==> src/rtl/qspi_fetch_arbiter.sv <==
// Two-port arbiter in front of the QPI flash read engine: grants one requester, launches the engine, returns the word.
// Optional last-word buffer when QSPI_LWB_EN is defined.
module qspi_fetch_arbiter #(
  parameter int PRIO_MODE = 0,
  parameter int TIMEOUT   = 63,
  parameter int TW        = 8
) (
  input  logic        clk,
  input  logic        reset,
  input  logic        p0_req,
  input  logic [23:0] p0_addr,
  output logic        p0_rdy,
  output logic [31:0] p0_rdata,
  output logic        p0_err,
  input  logic        p1_req,
  input  logic [23:0] p1_addr,
  output logic        p1_rdy,
  output logic [31:0] p1_rdata,
  output logic        p1_err,
  input  logic        lwb_inval,
  output logic [31:0] fi_addr,
  output logic        fi_addr_wr,
  output logic        fi_start,
  input  logic        fi_cs,
  input  logic [31:0] fi_data,
  output logic        busy
);

  typedef enum logic [2:0] {IDLE, START, WAIT_LOW, WAIT_HIGH, RESP} state_t;

  localparam logic [TW-1:0] TO_LAST = TW'(TIMEOUT - 1);

  state_t        state_q, state_d;
  logic          owner_q, owner_d;
  logic          rr_last_q, rr_last_d;
  logic [21:0]   addr_q, addr_d;
  logic [TW-1:0] cnt_q, cnt_d;
  logic [31:0]   rdata0_q, rdata0_d, rdata1_q, rdata1_d;
  logic          err0_q, err0_d, err1_q, err1_d;

  logic          win;
  logic [21:0]   win_addr;
  logic          resp_load, resp_port, resp_err;
  logic [31:0]   resp_data;
  logic          unused_bits;

`ifdef QSPI_LWB_EN
  logic [21:0] tag_q, tag_d;
  logic [31:0] lwb_q, lwb_d;
  logic        vld_q, vld_d;
  assign unused_bits = ^{p0_addr[1:0], p1_addr[1:0]};
`else
  assign unused_bits = ^{p0_addr[1:0], p1_addr[1:0], lwb_inval};
`endif

  always_comb begin
    win = 1'b0;
    if (p1_req && !p0_req)
      win = 1'b1;
    else if (p0_req && p1_req && PRIO_MODE == 0)
      win = ~rr_last_q;
  end

  assign win_addr = win ? p1_addr[23:2] : p0_addr[23:2];

  always_comb begin
    state_d   = state_q;
    owner_d   = owner_q;
    rr_last_d = rr_last_q;
    addr_d    = addr_q;
    cnt_d     = cnt_q;
    resp_load = 1'b0;
    resp_port = owner_q;
    resp_err  = 1'b0;
    resp_data = fi_data;
`ifdef QSPI_LWB_EN
    tag_d = tag_q;
    lwb_d = lwb_q;
    vld_d = vld_q;
`endif
    case (state_q)
      IDLE: begin
        if (p0_req || p1_req) begin
          owner_d = win;
          addr_d  = win_addr;
          state_d = START;
`ifdef QSPI_LWB_EN
          if (vld_q && tag_q == win_addr) begin
            state_d   = RESP;
            resp_load = 1'b1;
            resp_port = win;
            resp_data = lwb_q;
          end
`endif
        end
      end
      START: begin
        cnt_d   = '0;
        state_d = WAIT_LOW;
      end
      WAIT_LOW, WAIT_HIGH: begin
        cnt_d = cnt_q + TW'(1);
        if (state_q == WAIT_HIGH && fi_cs) begin
          resp_load = 1'b1;
          state_d   = RESP;
`ifdef QSPI_LWB_EN
          tag_d = addr_q;
          lwb_d = fi_data;
          vld_d = 1'b1;
`endif
        end else if (cnt_q == TO_LAST) begin
          // abort: zero data with error flag
          resp_load = 1'b1;
          resp_err  = 1'b1;
          resp_data = '0;
          state_d   = RESP;
`ifdef QSPI_LWB_EN
          vld_d = 1'b0;
`endif
        end else if (state_q == WAIT_LOW && !fi_cs) begin
          state_d = WAIT_HIGH;
        end
      end
      RESP: begin
        rr_last_d = owner_q;
        state_d   = IDLE;
      end
      default: state_d = IDLE;
    endcase
`ifdef QSPI_LWB_EN
    if (lwb_inval)
      vld_d = 1'b0;
`endif
  end

  always_comb begin
    rdata0_d = rdata0_q;
    rdata1_d = rdata1_q;
    err0_d   = err0_q;
    err1_d   = err1_q;
    if (resp_load) begin
      if (resp_port) begin
        rdata1_d = resp_data;
        err1_d   = resp_err;
      end else begin
        rdata0_d = resp_data;
        err0_d   = resp_err;
      end
    end
  end

  always_ff @(posedge clk or negedge reset) begin
    if (!reset) begin
      state_q   <= IDLE;
      owner_q   <= 1'b0;
      rr_last_q <= 1'b1;
      addr_q    <= '0;
      cnt_q     <= '0;
      rdata0_q  <= '0;
      rdata1_q  <= '0;
      err0_q    <= 1'b0;
      err1_q    <= 1'b0;
`ifdef QSPI_LWB_EN
      tag_q <= '0;
      lwb_q <= '0;
      vld_q <= 1'b0;
`endif
    end else begin
      state_q   <= state_d;
      owner_q   <= owner_d;
      rr_last_q <= rr_last_d;
      addr_q    <= addr_d;
      cnt_q     <= cnt_d;
      rdata0_q  <= rdata0_d;
      rdata1_q  <= rdata1_d;
      err0_q    <= err0_d;
      err1_q    <= err1_d;
`ifdef QSPI_LWB_EN
      tag_q <= tag_d;
      lwb_q <= lwb_d;
      vld_q <= vld_d;
`endif
    end
  end

  assign fi_addr    = {8'h00, addr_q, 2'b00};
  assign fi_start   = (state_q == START);
  assign fi_addr_wr = (state_q == START);
  assign busy       = (state_q != IDLE);
  assign p0_rdy     = (state_q == RESP) && !owner_q;
  assign p1_rdy     = (state_q == RESP) && owner_q;
  assign p0_rdata   = rdata0_q;
  assign p1_rdata   = rdata1_q;
  assign p0_err     = err0_q;
  assign p1_err     = err1_q;

endmodule

==> config.mk <==
export PLATFORM = sky130hd
export DESIGN_NAME = qspi_fetch_arbiter
export DESIGN_NICKNAME = d
export VERILOG_FILES = /design/src/rtl/qspi_fetch_arbiter.sv
export SDC_FILE = /design/constraint.sdc
export NUM_CORES = 1
export LEC_CHECK = 0
export CAP_MARGIN = 30
export CORE_UTILIZATION = 42
export CTS_BUF_LIST = sky130_fd_sc_hd__clkbuf_4
export CTS_CLUSTER_DIAMETER = 150
export DETAILED_ROUTE_END_ITERATION = 6
export PLACE_DENSITY = 0.79
export SLEW_MARGIN = 20
export SYNTH_ARGS = -nofsm -noshare
export SYNTH_HDL_FRONTEND = slang
export SYNTH_SLANG_ARGS = --single-unit
==> constraint.sdc <==
create_clock -name clk -period 1.9 [get_ports clk]
set_clock_uncertainty 0.15 [all_clocks]
set_input_delay 0.285 -clock clk [delete_from_list [all_inputs] [get_ports clk]]
set_output_delay 0.285 -clock clk [all_outputs]
set_load 0.01 [all_outputs]
==> flow_summary.ini, run 1 <==
; implementation run metrics
[yosys]
synth_seq_share_pct = 48.3
ys_sh_adder_pct = 0.478
yosysChipArea_um2 = 5230
top_area_share_pct = 47.8
top_area_cell = dfrtp_1
syn_avg_cell_area_um2 = 13.1
synthMuxAreaShare_pct = 25.9
synth_flop_count = 101
ys_sh_xor_pct = 0
synth_async_sr_flop_share_pct = 100
edf_count = 0
yosys.area_share.simple_pct = 7.77
yosys-top-cells-area = dfrtp_1, mux2_2, a21o_1
ys_cells = 400
synth-main-ff-cell = dfrtp_1
yosysUniqueCellTypes = 41
synthAoiAreaFrac_pct = 11.4

[cts]
path_clk_slew_ps = 160
cts_tree = built
clock.latency.late_pin_ps = 450

[timing]
tns_ps = -6400
min_period_ps = 2030
worst_slack_ps = -128
setup_viol = 92

[critical_path]
critical_path_arrival_ps = 2220
critPathBufInv = 3
cp_top_family = simple AND/OR/NAND/NOR gates
r2r_start = state_q[2]
slowest_delay_ps = 420
path_class = flip-flop to flip-flop

[run_status]
outcome = finished with violations
violations = setup timing

[grt]
grt_pass1_vias = 4192
gr-total-overflow = 0
grtUsageTotal_pct = 21.1

[place]
pre_cts_ws_ps = -216
placedCellCount = 739
place_congestion = 0.805
hpwl_mm = 9.20
placed_area_um2 = 7210

[finish]
fin_util_pct = 66.9
drive_gt1_share_pct = 33.9

[pwr]
power_mw = 11.4

[floorplanning]
fp_util_pct = 43.4
die_x_um = 114
run 1: repair_timing:
action | in CTS | in global routing
pin swaps | 3 | 23
hold buffers | 1 | 0
resized | 38 | 68
gates cloned | 3 | 9
buffers inserted | 5 | 21
hold endpoints to repair | 85 | 0
endpoints found under the setup margin | 49 | 120
run 1: flip-flops by register name, indices dropped and copies added, names as in the netlist, 3 cells and up:
register	count
addr_q	22
cnt_q	8
p0_rdata	32
p1_rdata	32
state_q	3
run 1: per-layer routing:
metal | vias to the layer above | GRT usage (%) | wire [um]
met2 | 154 | 35.9 | 7150
li1 | 1868 | - | -
met4 | 0 | 6.49 | 187
met5 | - | 0 | 0
met1 | 2024 | 25.6 | 5890
met3 | 15 | 6.59 | 1150
run 1: layout by cell type, fill, tap and decap left out, types with 2 or more instances in the layout:
master,count
inv_1,2
mux2i_1,3
dlygate4sd2_1,4
nand2_1,7
a22o_2,2
clkinvlp_4,2
mux2_2,59
o21ai_0,3
conb_1,10
clkbuf_4,9
buf_8,2
a21o_1,65
dlymetal6s2s_1,19
and3_1,33
clkdlybuf4s50_1,144
mux2_4,52
buf_6,14
a2bb2oi_1,2
o21bai_1,2
buf_12,11
nor2_1,4
buf_4,31
clkbuf_16,7
nand4_1,2
clkinv_2,2
clkinv_1,2
buf_16,3
dfrtp_1,100
buf_2,2
or3b_4,2
run 1: final cells by class:
type / instances / area (um^2)
clock inverter: 7 / 41.3
clock buffer: 9 / 67.6
timing repair buffer: 238 / 2630
sequential: 101 / 2530
tap: 168 / 210
inverter: 3 / 13.8
multi-input combinational: 267 / 2570
fill: 904 / 4000
run 1: where the power goes:
group	internal, mW	switching, mW
registers	2.87	0.547
clock network	0.261	0.732
logic	4.47	2.56
total	7.60	3.84
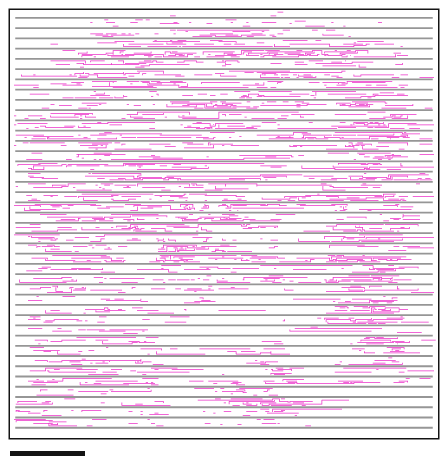
**Above:** run 1 (metal 1).
Scale bar: 20 um. Supply wires on this layer in grey.
591 nets have wire on it. The layer holds 41% of the routed length. The longest straight run is 37.3 um. The layer carries 5890 um of wire. The wires run mostly horizontal.

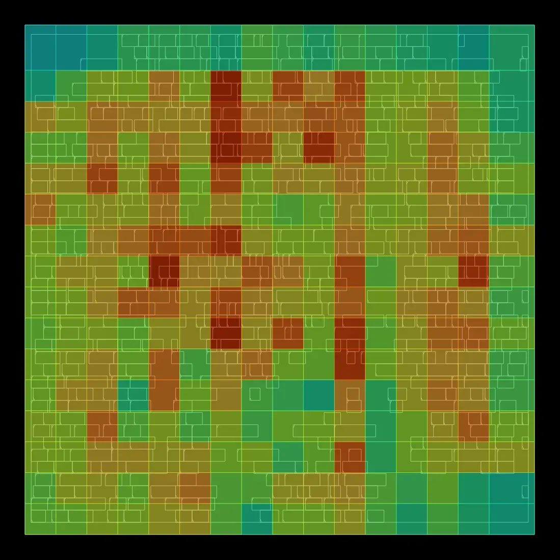
**Above:** run 1 (routing congestion).
met3 Use GR: 6.59%
Wirelength per Cell: 18.1 um
met2 Use GR: 35.9%

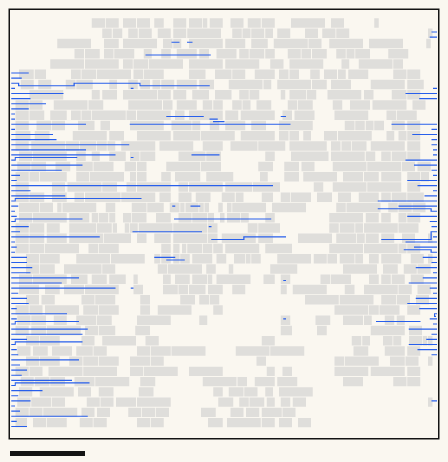
**Above:** run 1 (signal wires on met3).
Scale bar: 20 um. Cells faint in the background.
The longest straight run is 69.2 um. The layer carries 1150 um of wire. The layer holds 8.0% of the routed length.
Via Count: 4061
routed wire length: 14.4 mm

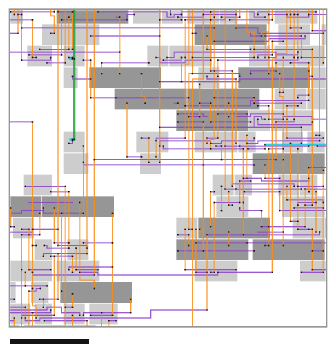
**Above:** run 1 (zoomed window).
Scale bar: 10 um. Region (65, 8) to (105, 48) um. Cells in grey, sequential cells in the stronger grey; small squares are vias.
met4: shown in green. met1: shown in purple. met3: shown in cyan. met2: shown in orange.
Most frequent: a21o_1 (15), dfrtp_1 (13). 65 logic cells have their middle in the window. Netlist names of flops here include p0_rdata (7), p1_rdata (5). Sequential cells in the window: 13.

==> run 1 -> run 2 <==
REMOVE_ABC_BUFFERS = 1   (was default)
SLEW_MARGIN = 10   (was 20)
==> run 2 against run 1 <==
- the flow still finishes with violations (setup timing)
- critical path depth stayed put
- routed wire length fell by 2.5%
- fmax grew 0.27%
- count of clock-buffer cells in the layout up 1
- sequential share of layout area is 0.68 points higher
- global-route usage barely moved
- non-clock buffer count up 2
- synthesized area unchanged
- die area unchanged
- critical endpoint is now addr_q[4]
- largest cell class unchanged
==> flow_summary.ini, run 2 <==
; implementation run metrics
[finish]
fillers = 916
drive_gt1_share_pct = 33.7
clkbuf_count = 10
signal_buffers = 240
num-nonclk-inverters = 3
sh_seq_area_pct = 32.0
flops = 101
clockNetworkAreaShare_pct = 1.46
buf_share_pct = 32.7
logic_area_um2 = 2440

[pwr]
power_mw = 11.0

[grt]
grt_pass1_vias = 4144
gr-total-overflow = 0
grtUsageTotal_pct = 21.1

[critical_path]
critPathBufInv = 3
path_class = flip-flop to flip-flop
slowest_delay_ps = 430
critical_path_arrival_ps = 2210

[floorplanning]
taps = 168
die_x_um = 114

[timing]
setup_viol = 67
min_period_ps = 2020
worst_slack_ps = -122

[yosys]
top_area_cell = dfrtp_1
ys_cells = 400
synth_seq_share_pct = 48.3
top_area_share_pct = 47.8
synth-main-ff-cell = dfrtp_1
synth_flop_count = 101
synth_async_sr_flop_share_pct = 100
yosysUniqueCellTypes = 41
syn_avg_cell_area_um2 = 13.1

[place]
placed_area_um2 = 7190
placedCellCount = 740
place_congestion = 0.760
hpwl_mm = 9.18

[cts]
cts_tree = built

[run_status]
violations = setup timing
outcome = finished with violations

[route]
wire_per_inst_um = 17.7
[run 2: what timing repair did]
item	in CTS	in global routing
endpoints found under the hold margin	100	0
pin swaps	3	2
cloned	1	7
gates resized	36	48
hold buffers	1	0
setup buffers	5	28
endpoints found under the setup margin	19	143
[run 2: per-layer routing]
layer | track usage, % | vias to the layer above | share of wire [%]
li1 | - | 1877 | -
met1 | 24.7 | 1978 | 41
met2 | 37.1 | 111 | 52
met3 | 3.99 | 29 | 4.2
met4 | 10.4 | 0 | 2.6
met5 | 0 | - | 0
[run 2: path summary, 6_finish.rpt]
kind | from | end | slack (ps)
max | state_q[2] | addr_q[4] | -120
min | reset | addr_q[20] | 280
max reg2reg | state_q[2] | addr_q[4] | -120
min reg2reg | p0_rdata[4] | p0_rdata[4] | 360
max in group asynchronous | reset | p1_rdata[31] | 900
min in group clk | p0_rdata[4] | p0_rdata[4] | 360
[run 2: metrics by stage]
stage	hold WS [ps]	setup TNS [ps]	util, %	worst slack, ps
3_5_place_dp	251	-8300	59.6	-180
6_report	282	-3850	65.5	-122
5_1_grt	299	-8720	65.5	-166
3_3_place_gp	235	-7010	59.6	-152
4_1_cts	274	-2150	61.6	-114
2_1_floorplan	-161	-50910	-	-603
[run 2: report_power, final]
group	switching, mW	internal, mW	total, mW
clock network	0.690	0.393	1.08
logic	2.45	4.13	6.57
registers	0.517	2.87	3.39
[run 2: kinds of logic (layout without fill, tap and decap cells)]
family	Yosys count	after routing	share of synthesized area, %
compound gates	79	79	11.4
fa+ha+maj	2	2	0.478
buf+inv	41	256	6.10
flops	101	101	48.3
mux	114	114	25.9
other cells	1	11	0.0717
simple gates	62	62	7.77
[run 2: worst register-to-register path, cell delays in order (launching register included)]
cell and delay (ps):
dfrtp_1 430, buf_4 180, or3_4 350, buf_6 140
nor2_8 180, buf_4 190, mux2_4 300
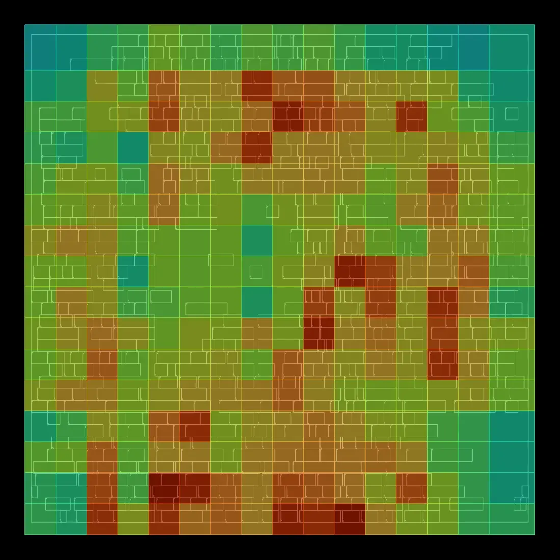
**Above:** run 2 (routing congestion).
fin util: 65.5%
met1 Use GR: 24.7%
met3 Use GR: 3.99%

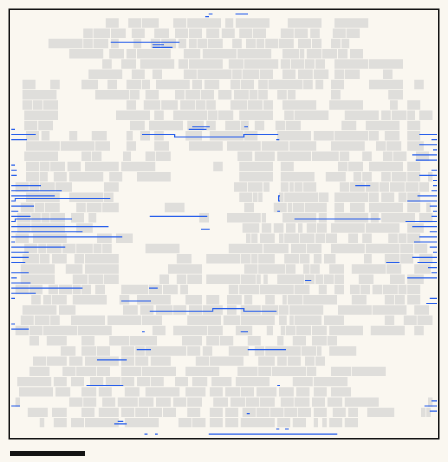
**Above:** run 2 (signal wires on met3).
Scale bar: 20 um. Cells faint in the background.
85 nets have wire on it. The layer carries 596 um of wire. The longest straight run is 33.8 um. The layer holds 4.3% of the routed length. The wires run mostly horizontal.
Via Count: 3995
routed wire length: 14.0 mm

**Run 2: gate families picked out**

Scale bar: 20 um.
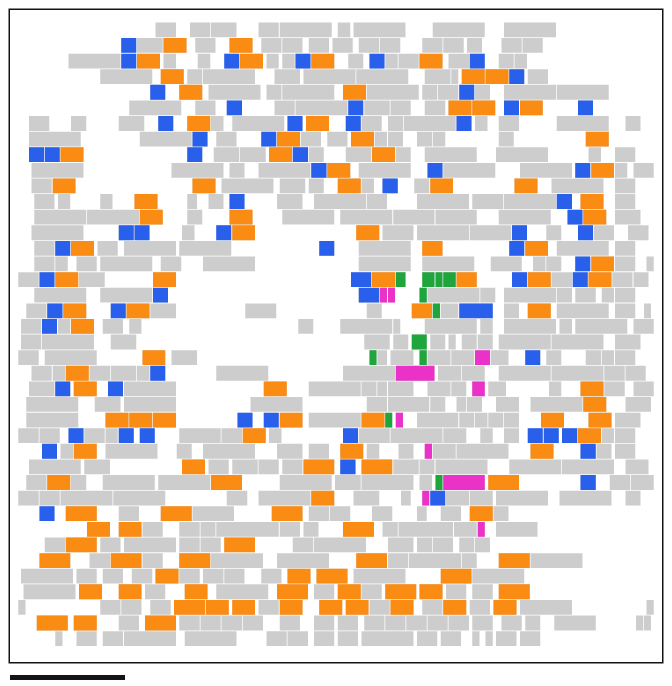

==> run 2 -> run 3 <==
CORE_MARGIN = 2   (was default)
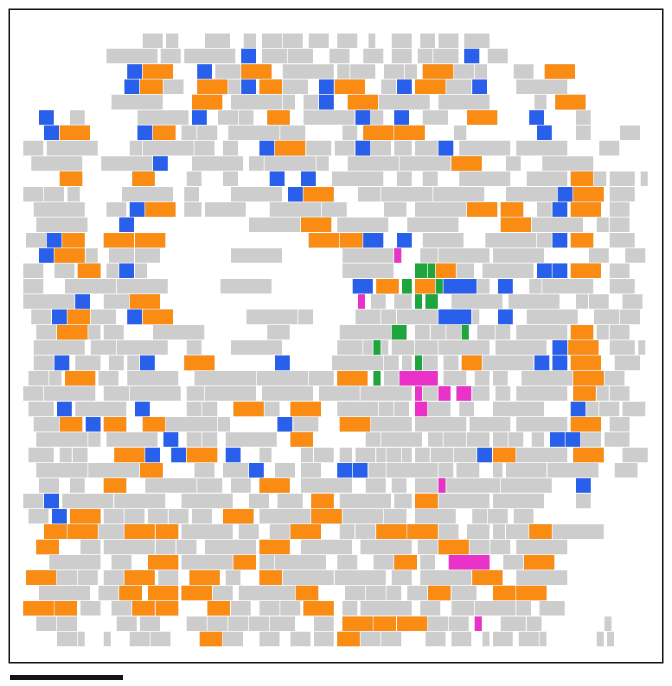
**Above:** run 3 (gate families picked out).
Scale bar: 20 um.
NOR gates: shown in magenta, cells 10, most used nor2_1. NAND gates: shown in green, cells 11, most used nand2_1. AND-OR and OR-AND gates: shown in blue, cells 69, most used a21o_1. multiplexers: shown in orange, cells 114, most used mux2_4, where all over the die.
logic share of the area: 31.5%
Finished Layout Cells: 815
highest-count logic cell in the final layout: clkdlybuf4s50_1

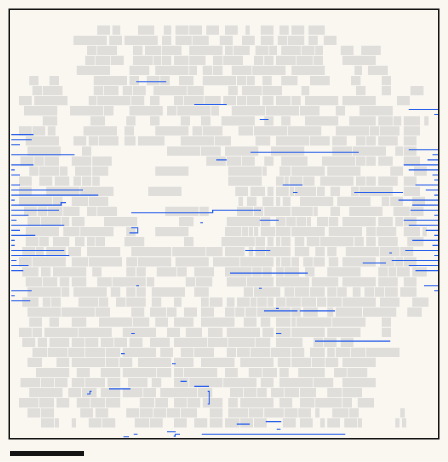
**Above:** run 3 (signal wires on met3).
Scale bar: 20 um. Cells faint in the background.
82 nets have wire on it. The wires run mostly horizontal.
Via Count: 4207
met3 Use GR: 4.13%
routed wire length: 16.2 mm

==> run 3 against run 2 <==
- the run still ends with setup timing left
- setup slack worse by 12 ps
- via count is 5.3% higher
- flip-flop count did not move
- register-to-register slack about the same
- critical path type unchanged
- sequential share of layout area shrank 2.0 points
- largest cell class unchanged
- fmax is 0.59% lower
==> flow_summary.ini, run 3 <==
; implementation run metrics
[run_status]
outcome = finished with violations
violations = setup timing

[yosys]
top_area_share_pct = 47.8
synth-main-ff-cell = dfrtp_1
yosysUniqueCellTypes = 41
synth_async_sr_flop_share_pct = 100
top_area_cell = dfrtp_1
synth_flop_count = 101
ys_cells = 400
syn_avg_cell_area_um2 = 13.1

[grt]
grt_util_met1_pct = 24.0
grtUsageTotal_pct = 20.9
busiest_layer = met2
grt_use_met2_pct = 39.3
gr-total-overflow = 0

[pwr]
p_int_mw = 8.10
switching_share_pct = 33.8
p_clk_share_pct = 9.8
power_mw = 12.2
p_switching_mw = 4.14
seqPwrFrac_pct = 27.9
p_comb_share_pct = 62.3

[route]
wl_met1_mm = 6.60
dr.max_layer_used = met4
met3_wirelength_um = 585

[critical_path]
rrSetupSlack_ps = -130
reg2reg_to = addr_q[5]
crit_end = addr_q[5]
critical_path_arrival_ps = 2230
startpoint = state_q[0]
path_class = flip-flop to flip-flop

[timing]
rsz0062_at_grt = yes
min_period_ps = 2030
worst_slack_ps = -134
tns_ps = -3970
hold_viol = 0
setup_viol = 64
holdWs_ps = 153

[finish]
fin_util_pct = 69.8
lay_top_cells = clkdlybuf4s50_1, dfrtp_1, mux2_4

[floorplanning]
die_x_um = 116
core_um2 = 12100

[place]
port_buffers = 173
hpwl_mm = 10.0
placedCellCount = 741
place_congestion = 0.732
placed_area_um2 = 7270

[cts]
cts_tree = built
==> run 3: netlist changes by cell type in the layout (fill, tap and decap cells not counted), sizes merged <==
cell / previous run / this run
clkdlybuf4s50: 138 / 123
buf: 66 / 80
dlymetal6s2s: 29 / 42
clkbuf: 16 / 19
inv: 3 / 6
dlygate4sd2: 0 / 2
clkinvlp: 0 / 1
o21ba: 1 / 2
==> run 3: logic make-up (layout without fill, tap and decap cells) <==
group	after synthesis	count (layout)	synth area share [%]
simple gates	62	62	7.77
fa+ha+maj	2	2	0.478
mux	114	114	25.9
buf+inv	41	277	6.10
compound gates	79	80	11.4
other cells	1	11	0.0717
flops	101	101	48.3
==> run 3: critical path: stages (launching register included) <==
cell and delay (ps):
dfrtp_1 460, buf_6 140, or3_4 390, buf_12 150, nor2_8 160, buf_12 160
mux2_4 300
==> run 3: layout make-up <==
class                           instances  area (um^2)
Tap cell                              168          210
Clock inverter                          7         81.3
Sequential cell                       101         2530
Clock buffer                            9         67.6
Multi-Input combinational cell        268         2650
Antenna cell                            1         2.50
Timing Repair Buffer                  258         2870
Fill cell                             839         3640
Inverter                                3         13.8
==> run 3: power groups by stage <==
| stage | Combinational [mW] | Clock [mW] | Sequential [mW] |
|---|---|---|---|
| final | 7.63 | 1.20 | 3.41 |
| after global routing | 8.02 | 1.32 | 3.49 |
| after global placement | 5.67 | 0 | 3.38 |
| after detailed placement | 5.86 | 0 | 3.44 |
| after CTS | 6.10 | 1.23 | 3.42 |
| after floorplan | 2.75 | 0 | 3.73 |
==> run 3: repair_timing <==
item	CTS	global route
setup endpoints to repair	23	150
hold endpoints to repair	37	0
pin swaps	2	38
hold buffers	1	0
resized	38	98
gates cloned	1	16
setup buffers	4	35
Power is estimated from default activity; no workload was simulated.
